`config.mk`:
```
export PLATFORM = sky130hd
export DESIGN_NAME = hex_step_counter
export DESIGN_NICKNAME = d
export VERILOG_FILES = /design/src/rtl/hex_step_counter.sv
export SDC_FILE = /design/constraint.sdc
export NUM_CORES = 1
export LEC_CHECK = 0
export ABC_AREA = 1
export CORE_MARGIN = 2
export CORE_UTILIZATION = 54
export DETAILED_ROUTE_END_ITERATION = 10
export HOLD_SLACK_MARGIN = 0.03
export PLACE_DENSITY = 0.88
export SLEW_MARGIN = 15
export SYNTH_ARGS = -nofsm -noshare
export SYNTH_HDL_FRONTEND = slang
export SYNTH_SLANG_ARGS = --single-unit
```
`constraint.sdc`:
```
create_clock -name clk -period 1.45 [get_ports clk]
set_clock_uncertainty 0.15 [all_clocks]
set_input_delay 0.3625 -clock clk [delete_from_list [all_inputs] [get_ports clk]]
set_output_delay 0.3625 -clock clk [all_outputs]
set_load 0.005 [all_outputs]
```
`src/rtl/hex_step_counter.sv`:
```
// rtl/hex_step_counter.sv - prescaled up/down 0..MAX counter with synchronised start/stop/load controls
module hex_step_counter #(
  parameter int DIV = 50000000,
  parameter int MAX = 15
) (
  input  logic       clk,
  input  logic       rst,
  input  logic       start,
  input  logic       stop,
  input  logic       load,
  input  logic       up,
  input  logic [3:0] d,
  output logic [3:0] q,
  output logic       running,
  output logic       tick,
  output logic       wrap
);

  localparam int PW = (DIV > 1) ? $clog2(DIV) : 1;
  localparam logic [0:0] IDLE = 1'b0;
  localparam logic [0:0] RUN  = 1'b1;
  localparam logic [3:0]    MAXV = 4'(MAX);
  localparam logic [PW-1:0] LAST = PW'(DIV - 1);

  logic [2:0]    start_s, stop_s, load_s;
  logic [1:0]    up_s;
  logic [0:0]    state;
  logic [PW-1:0] presc;

  logic start_e, stop_e, load_e, step;
  logic [3:0] q_step, d_clamp;
  logic       step_wraps;

  // Edge pulses come from the synchronised level and its one-cycle-older copy.
  assign start_e = start_s[1] & ~start_s[2];
  assign stop_e  = stop_s[1]  & ~stop_s[2];
  assign load_e  = load_s[1]  & ~load_s[2];

  assign step    = (state == RUN) && (presc == LAST);
  assign d_clamp = (d > MAXV) ? MAXV : d;

  always_comb begin
    q_step     = q;
    step_wraps = 1'b0;
    if (up_s[1]) begin
      if (q == MAXV) begin
        q_step     = 4'd0;
        step_wraps = 1'b1;
      end else begin
        q_step = q + 4'd1;
      end
    end else begin
      if (q == 4'd0) begin
        q_step     = MAXV;
        step_wraps = 1'b1;
      end else begin
        q_step = q - 4'd1;
      end
    end
  end

  assign running = (state == RUN);

  always_ff @(posedge clk or posedge rst) begin
    if (rst) begin
      start_s <= '0;
      stop_s  <= '0;
      load_s  <= '0;
      up_s    <= '0;
      state   <= IDLE;
      presc   <= '0;
      q       <= '0;
      tick    <= 1'b0;
      wrap    <= 1'b0;
    end else begin
      start_s <= {start_s[1:0], start};
      stop_s  <= {stop_s[1:0],  stop};
      load_s  <= {load_s[1:0],  load};
      up_s    <= {up_s[0],      up};
      tick    <= 1'b0;
      wrap    <= 1'b0;

      // A load outranks a coincident step and restarts the prescaler period.
      if (load_e) begin
        q     <= d_clamp;
        presc <= '0;
      end else if (step) begin
        q     <= q_step;
        presc <= '0;
        tick  <= 1'b1;
        wrap  <= step_wraps;
      end else if (state == RUN) begin
        presc <= presc + PW'(1);
      end

      // Stop beats a same-cycle start; leaving RUN always parks the prescaler at zero.
      if (stop_e) begin
        state <= IDLE;
        presc <= '0;
      end else if (start_e && state == IDLE) begin
        state <= RUN;
      end
    end
  end

endmodule

```
Run 1, M1 wires:
The bar under the picture is 20 µm long.
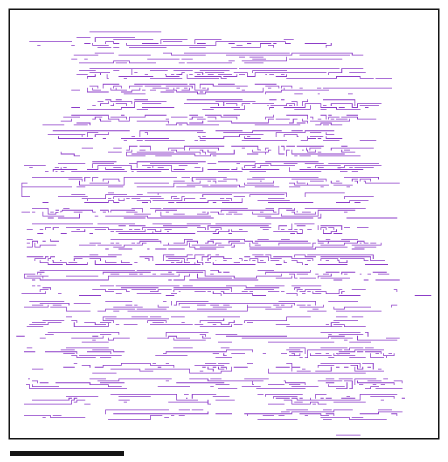
- nets with wire on the layer: 455
- wire length on this layer: 3800 µm
- longest straight run: 25.8 µm
- main direction: horizontal

Run 1, the metal 2 layer:
The bar under the picture is 20 µm long.
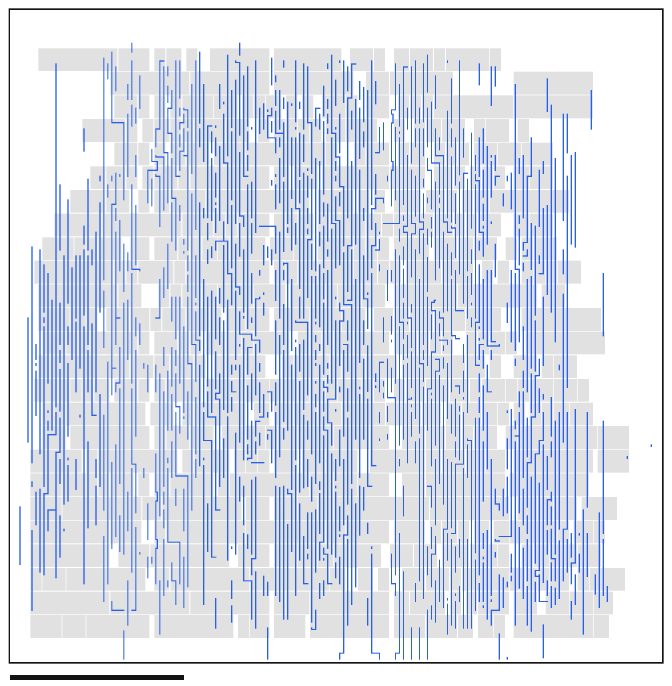
- wire length on this layer: 4920 µm
- share of all routed wire: 46%
- nets with wire on the layer: 431
Routed WL: 10710 µm
GR Layer Usage met2: 0.5955
total number of vias: 3248

Run 1, M3 wires:
The bar under the picture is 20 µm long.
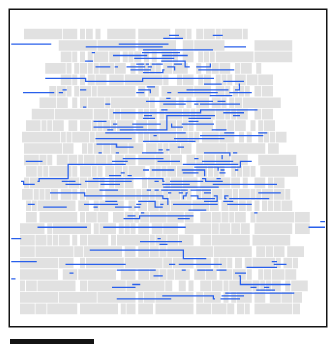
- nets with wire on the layer: 109
- share of all routed wire: 9.9%
- main direction: horizontal
- wire length on this layer: 1060 µm
- longest straight run: 22.1 µm
grt met3 use: 0.1098

==> run 1: area by class of cell <==
type,count,area [µm²],area share
clock inverter,3,46.29,0.01166
multi-input combinational,259,1589,0.4003
clock buffer,5,68.82,0.01733
timing repair buffer,107,893.4,0.2250
tap,67,83.83,0.02112
inverter,48,186.4,0.04696
sequential,44,1102,0.2777
==> run 1: sequential cells by signal (all words and copies together) (netlist names) <==
signal   flops
tick         1
running      1
presc       26
q            4
load_s       3
stop_s       3
start_s      3
wrap         1
up_s         2
==> run 1: path summary, 6_finish.rpt <==
kind / startpoint / end / slack, ps
worst max-delay path: presc[1] / wrap / -350
worst min-delay path: start_s[0] / start_s[1] / 210
worst max register to register: presc[1] / wrap / -350
worst min register to register: start_s[0] / start_s[1] / 210
max in group asynchronous: rst / presc[6] / 650
min in group asynchronous: rst / load_s[2] / 280
==> run 1: power breakdown <==
group	internal (mW)	switching, mW
combinational	0.300	0.376
clock	0.519	0.489
sequential	1.28	0.0407
total	2.10	0.906
==> run 1: cell families (layout without fill, tap and decap cells) <==
group	Yosys count	in the layout	share of synthesized area
buffers and inverters	54	163	0.08991
AND/OR/NAND/NOR	219	220	0.4032
adder cells (fa/ha/maj)	4	4	0.01835
AND-OR/OR-AND	32	32	0.07523
flip-flops	44	44	0.4037
XOR/XNOR	3	3	0.009635
==> run 1: Yosys cell counts (5+ instances only) <==
cell type	n
o21bai_1	9
nor2_2	5
a21oi_1	17
nor2_4	7
nand2_2	9
dfrtp_1	44
nor3_2	11
nand3_1	24
nor2_1	49
nor3_1	10
nand2_1	87
inv_1	46
nand4_1	9
==> run 1: worst reg2reg max path, delay by kind of cell, from the launching register on <==
kind                       cells  cell delay [ps]
adders and majority gates      1              210
buffers and inverters          3              300
DFF                            1              410
and+or+nand+nor                4              500
AOI/OAI and AO/OA              1              160
==> run 1: repair_timing <==
| action | in CTS | in global routing |
|---|---|---|
| pin swaps | 6 | 12 |
| setup buffers | 14 | 6 |
| gates resized | 37 | 45 |
| hold buffers | 0 | 0 |
| setup endpoints to repair | 38 | 39 |
| cloned | 1 | 0 |
==> run 1: through the flow <==
step           hold WS (ps)  TNS [ps]  utilization
2_1_floorplan         181.2     -1203            -
3_3_place_gp          183.8     -2663       0.7252
3_5_place_dp          184.7     -4840       0.7252
4_1_cts               205.5     -5692       0.7963
5_1_grt               219.8    -10790       0.8295
6_report              205.2     -9437       0.8295
==> run 1: layer usage <==
layer | global-route usage | vias up | part of all wire
met3 | 0.1098 | 115 | 0.099
li1 | - | 1357 | -
met1 | 0.4275 | 1505 | 0.36
met5 | 0 | - | 0
met4 | 0.2639 | 0 | 0.087
met2 | 0.5955 | 271 | 0.46
==> impl_metrics.tcl, run 1 <==
# yosys + openroad results
set metrics [dict create \
    ys_types 29 \
    p_per_area_nw_per_um2 756.6 \
    grt_util_all_layers 0.3730 \
    max_slew_margin 0.7397 \
    period_minus_slack_ps 1798 \
    area_growth_pct 45.55 \
    cts_root_buf "clkbuf_8" \
    cts_tree "yes" \
    drtIter0Drc 445 \
    setup_viol_count_final 34 \
    ys_ff 44 \
    status "finished with violations" \
    fin_ws_ps -347.7 \
    antenna_found_initial 0 \
    syn_area_per_cell_um2 7.662 \
    hold_violations 0 \
    drv_slew 0 \
    die_w_um 75.07 \
    peakVddDrop_v 0.0007971 \
    reg2regPathDepth 9 \
    ys_async_sr_fraction 1.000 \
    synth_area_um2 2728 \
    fillers 242 \
    violations "negative setup slack" \
]
Run 1, routing congestion:
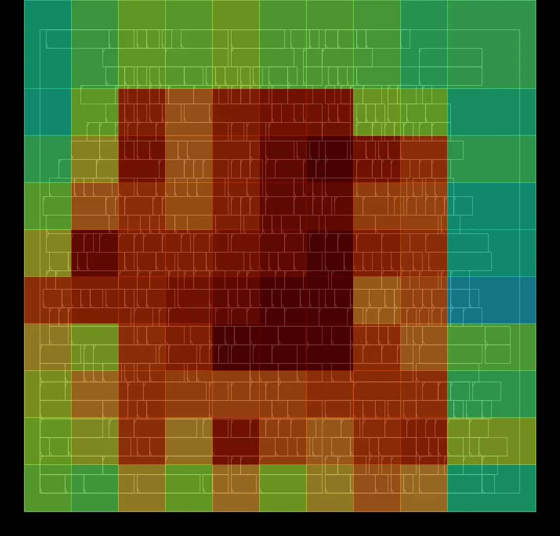

==> run 2, diff against run 1 <==
--- a/config.mk
+++ b/config.mk
@@ -15,3 +15,4 @@
 export SYNTH_ARGS = -nofsm -noshare
 export SYNTH_HDL_FRONTEND = slang
 export SYNTH_SLANG_ARGS = --single-unit
+export TNS_END_PERCENT = 20
Run 2, routing congestion:
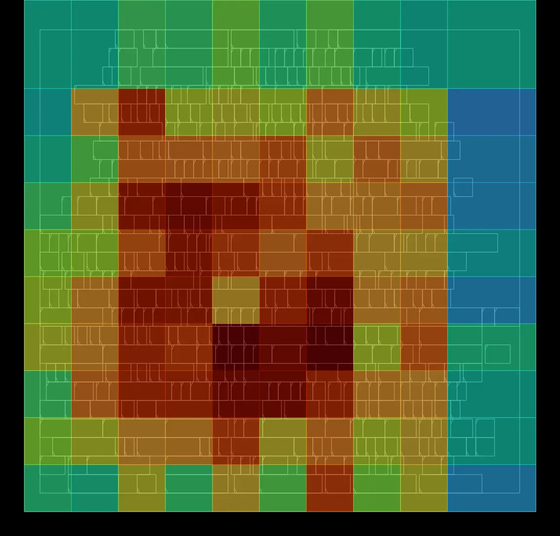
grt met3 use: 0.08300
GR peak layer: met2
GR Layer Usage met2: 0.5214
fin util: 0.7671
GR Util met1: 0.3705

Run 2, M3 wires:
The bar under the picture is 20 µm long.
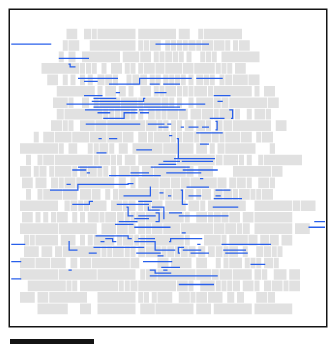
- wire length on this layer: 601 µm
- longest straight run: 32.7 µm
total number of vias: 2914
Routed WL: 8091 µm

==> run 2 against run 1 <==
  * The run still ends with negative setup slack left
  * Sequential cell count unchanged
  * Clock power about the same
  * Area after synthesis is the same
  * Total power shrank 3.0%
  * Non-clock buffer count down 15
  * Register-to-register slack improved by 80 ps
  * Largest power group unchanged
==> impl_metrics.tcl, run 2 <==
# yosys + openroad results
set metrics [dict create \
    status "finished with violations" \
    violations "negative setup slack" \
    syn_area_per_cell_um2 7.662 \
    grt_util_all_layers 0.3199 \
    drtIter0Drc 305 \
    ys_ff 44 \
    fin_setup_tns_ps -7032 \
    cts_tree "yes" \
    fin_ws_ps -267.6 \
    ys_types 29 \
    synthTopCellsByCount "nand2_1 (87), nor2_1 (49), inv_1 (46)" \
    synth_area_um2 2728 \
    die_w_um 75.07 \
    hold_buffers 0 \
    setup_viol_count_final 32 \
    peakVddDrop_v 0.0006856 \
    drv_slew 0 \
    cts_root_buf "clkbuf_8" \
    period_minus_slack_ps 1718 \
    area_growth_pct 34.59 \
    ys_async_sr_fraction 1.000 \
    top_regs "presc (26), q (4)" \
    hold_violations 0 \
    reg2regPathDepth 9 \
    yosysMostFrequentCell "nand2_1" \
    p_per_area_nw_per_um2 793.3 \
]
[run 2: cell types whose count changed in the layout (fill, tap and decap cells not counted), sizes merged]
cell	change
nand4	-1
clkinvlp	-1
clkinv	+1
clkdlybuf4s15	+1
buf	-15
inv	-1
[run 2: repair_timing]
item | 4_1_cts | 5_1_grt
endpoints found under the setup margin | 38 | 38
buffers inserted | 7 | 0
pin swaps | 2 | 2
resized | 14 | 14
[run 2: through the flow]
| stage | instance area, µm² | cells | setup WS, ps |
|---|---|---|---|
| 6_report | 3671 | 517 | -267.6 |
| 3_5_place_dp | 3481 | 502 | -204.3 |
| 4_1_cts | 3660 | 517 | -224.6 |
| 5_1_grt | 3671 | 517 | -332.2 |
| 2_1_floorplan | 2734 | 356 | -101.3 |
| 3_3_place_gp | 3481 | 502 | -138.4 |
[run 2: final timing paths]
check	slack [ps]	endpoint	startpoint
setup / recovery	-270	presc[3]	presc[1]
hold / removal	200	load_s[1]	load_s[0]
setup reg to reg	-270	presc[3]	presc[1]
hold reg to reg	200	load_s[1]	load_s[0]
max in group asynchronous	620	presc[9]	rst
min in group asynchronous	300	load_s[0]	rst
[run 2: kinds of logic (layout without fill, tap and decap cells)]
group | Yosys count | after routing | synth area share
AOI/OAI and AO/OA | 32 | 32 | 0.07523
adders and majority gates | 4 | 4 | 0.01835
xor gates and xnor gates | 3 | 3 | 0.009635
and+or+nand+nor | 219 | 219 | 0.4032
DFF | 44 | 44 | 0.4037
buffers and inverters | 54 | 148 | 0.08991
[run 2: layout make-up]
| class | instances | area, µm² |
|---|---|---|
| clock inverters | 2 | 38.79 |
| flip-flops and latches | 44 | 1102 |
| clock buffers | 6 | 82.58 |
| well taps | 67 | 83.83 |
| repair buffers | 92 | 760.7 |
| inverters | 48 | 183.9 |
| fillers | 292 | 1115 |
| multi-input cells | 258 | 1419 |
[run 2: where the power goes]
group | internal (mW) | switching [mW]
clock network | 0.564 | 0.458
logic | 0.269 | 0.309
registers | 1.28 | 0.0342
total | 2.11 | 0.801
[run 2: critical path: stages (launching register included)]
cell and delay [ps]:
dfrtp_1 400, ha_2 210, inv_2 50, nor2_4 170, nand2_4 90, nor2_4 110, nand2_4 100, nand3_4 120
buf_12 150, nor3_2 50
[run 2: per-layer routing]
metal  vias up  routed length [µm]
li1       1309                   -
met1      1378                3072
met2       175                3977
met3        52                 600
met4         0                 440
met5         -                   0
==> run 3, diff against run 2 <==
--- a/config.mk
+++ b/config.mk
@@ -5,12 +5,12 @@
 export SDC_FILE = /design/constraint.sdc
 export NUM_CORES = 1
 export LEC_CHECK = 0
-export ABC_AREA = 1
+export ABC_AREA = 0
 export CORE_MARGIN = 2
-export CORE_UTILIZATION = 54
+export CORE_UTILIZATION = 52
 export DETAILED_ROUTE_END_ITERATION = 10
 export HOLD_SLACK_MARGIN = 0.03
-export PLACE_DENSITY = 0.88
+export PLACE_DENSITY = 0.86
 export SLEW_MARGIN = 15
 export SYNTH_ARGS = -nofsm -noshare
 export SYNTH_HDL_FRONTEND = slang
Run 3, M1 wires:
The bar under the picture is 20 µm long.
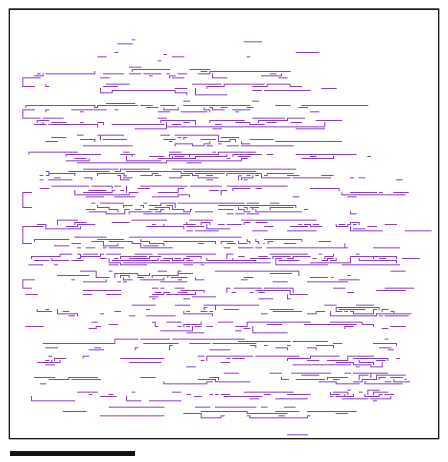
- share of all routed wire: 40%
- nets with wire on the layer: 279
- wire length on this layer: 2090 µm

Run 3, the metal 2 layer:
The bar under the picture is 20 µm long.
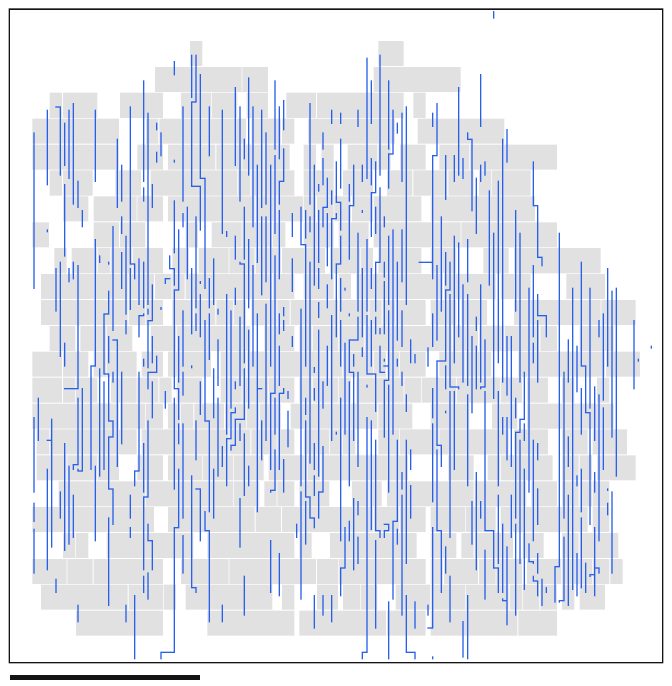
- share of all routed wire: 54%
- wire length on this layer: 2810 µm
- main direction: vertical
Routed WL: 5235 µm
GR Layer Usage met2: 0.4772
total number of vias: 1865

==> run 3 against run 2 <==
  * The run still ends with negative setup slack left
  * Largest cell class is now registers
  * Critical path depth down 4
  * Worst hold slack barely moved
  * Cell area shrank 18%
  * First-iteration DRC count is 62% lower
  * Combinational power shrank 31%
  * Sequential cell count unchanged
  * Sequential power about the same
==> impl_metrics.tcl, run 3 <==
# yosys + openroad results
set metrics [dict create \
    stdcell_area_um2 3013 \
    crit_path_max_incr_delay_ps 470 \
    peakVddDrop_v 0.0007822 \
    final_util 0.7532 \
    largest_reg_flops 26 \
    met3_usage 0.03571 \
    max_slew_margin 0.7826 \
    area_growth_pct 39.27 \
    setup_viol_count_final 36 \
    rsz0062_at_grt "yes" \
    dpl.cell_count 326 \
    largest_area_cell "dfrtp_1" \
    grt_overflow 0 \
    top_regs "presc (26), q (4)" \
    grt_use_met1 0.2972 \
    ys_async_sr_fraction 1.000 \
    synth_area_um2 2163 \
    fin_ws_ps -406.8 \
    leakagePower_nw 1.405 \
    hold_path_class "reg2reg" \
    final_cells 339 \
    die_w_um 68.50 \
    drtIter0Drc 115 \
    place_area_um2 2805 \
    top_register "presc" \
    gr-max-usage-layer "met2" \
    grt_util_all_layers 0.2577 \
    ys_types 37 \
    ys_ff 44 \
    cp_cell_sequence "nor4_2 -> nand4b_2 -> or4_4 -> nor3_2 -> o31ai_1" \
    ctsHtreeMaxLevel 2 \
    syn_area_per_cell_um2 10.40 \
    cts_tree "yes" \
    cts_root_buf "clkbuf_8" \
    synthTopCellsByCount "dfrtp_1 (44), nor2_1 (38), xnor2_1 (15)" \
    grt_pass1_wl_um 8707 \
    holdWs_ps 204.3 \
    drv_slew 0 \
    hold_violations 0 \
    status "finished with violations" \
    yosysMostFrequentCell "dfrtp_1" \
    crit_slowest_cell "or4_4" \
    violations "negative setup slack" \
    critPathRequiredTime_ps 1500 \
    fin_setup_tns_ps -11150 \
    antenna_found_initial 0 \
    p_per_area_nw_per_um2 875.2 \
    period_minus_slack_ps 1857 \
    rows 23 \
]
run 3: netlist changes by cell type after synthesis, moves of 7 or more:
cell and delta:
a21oi_1 -13, inv_1 -39, nand2_1 -74, nand2_2 -9, nand3_1 -16, nor2_1 -11, nor2_4 -7, nor3_2 -9
o21bai_1 -9, xnor2_1 +15, xor2_1 +9
run 3: worst register-to-register path, stage by stage, from the launching register on:
cell and delay, ps:
dfrtp_1 400, nor4_2 310, nand4b_2 170, or4_4 470, nor3_2 170, o31ai_1 90
run 3: metal layers:
metal,routed length (µm),share of wire
met5,0,0
met4,133,0.025
met3,208,0.040
met2,2806,0.54
met1,2086,0.40
run 3: final cells by class:
type,count,area [µm²],area share
Sequential cell,44,1102,0.3659
Multi-Input combinational cell,151,1052,0.3493
Timing Repair Buffer,79,658.1,0.2184
Clock buffer,5,68.82,0.02284
Tap cell,50,62.56,0.02076
Clock inverter,3,42.54,0.01412
Inverter,7,26.28,0.008721
run 3: where the power goes:
group	switching, mW	total (mW)	internal, mW
clock network	0.414	0.923	0.509
registers	0.0405	1.31	1.27
logic	0.190	0.400	0.209
run 3: cell families (layout without fill, tap and decap cells):
family | after synthesis | in the layout | synth area share
AND-OR/OR-AND | 12 | 12 | 0.03644
XOR/XNOR | 27 | 27 | 0.1093
adder cells (fa/ha/maj) | 4 | 4 | 0.02314
buffers and inverters | 13 | 94 | 0.03123
flip-flops | 44 | 44 | 0.5090
multiplexers | 5 | 5 | 0.02429
AND/OR/NAND/NOR | 103 | 103 | 0.2666
run 3: through the flow:
stage	setup slack [ps]	total power, mW
2_1_floorplan	-437.6	1.519
3_3_place_gp	-405.7	1.704
3_5_place_dp	-486.6	1.723
4_1_cts	-438.1	2.659
5_1_grt	-502.1	2.735
6_report	-406.8	2.637
run 3: path summary, 6_finish.rpt:
kind	from	to	slack, ps	depth (start not counted)
max in group asynchronous	rst	running	670	3
worst min register to register	stop_s[0]	stop_s[1]	200	0
min in group asynchronous	rst	q[1]	270	3
worst max register to register	presc[18]	q[3]	-410	5
worst min-delay path	stop_s[0]	stop_s[1]	200	0
worst max-delay path	presc[18]	q[3]	-410	5
run 3: what timing repair did:
action,in CTS,in global routing
buffers inserted,5,0
endpoints found under the setup margin,39,39
pin swaps,7,3
hold buffers,0,0
resized,29,9
Power figures rest on the tool's default switching activity, not on a simulated workload.
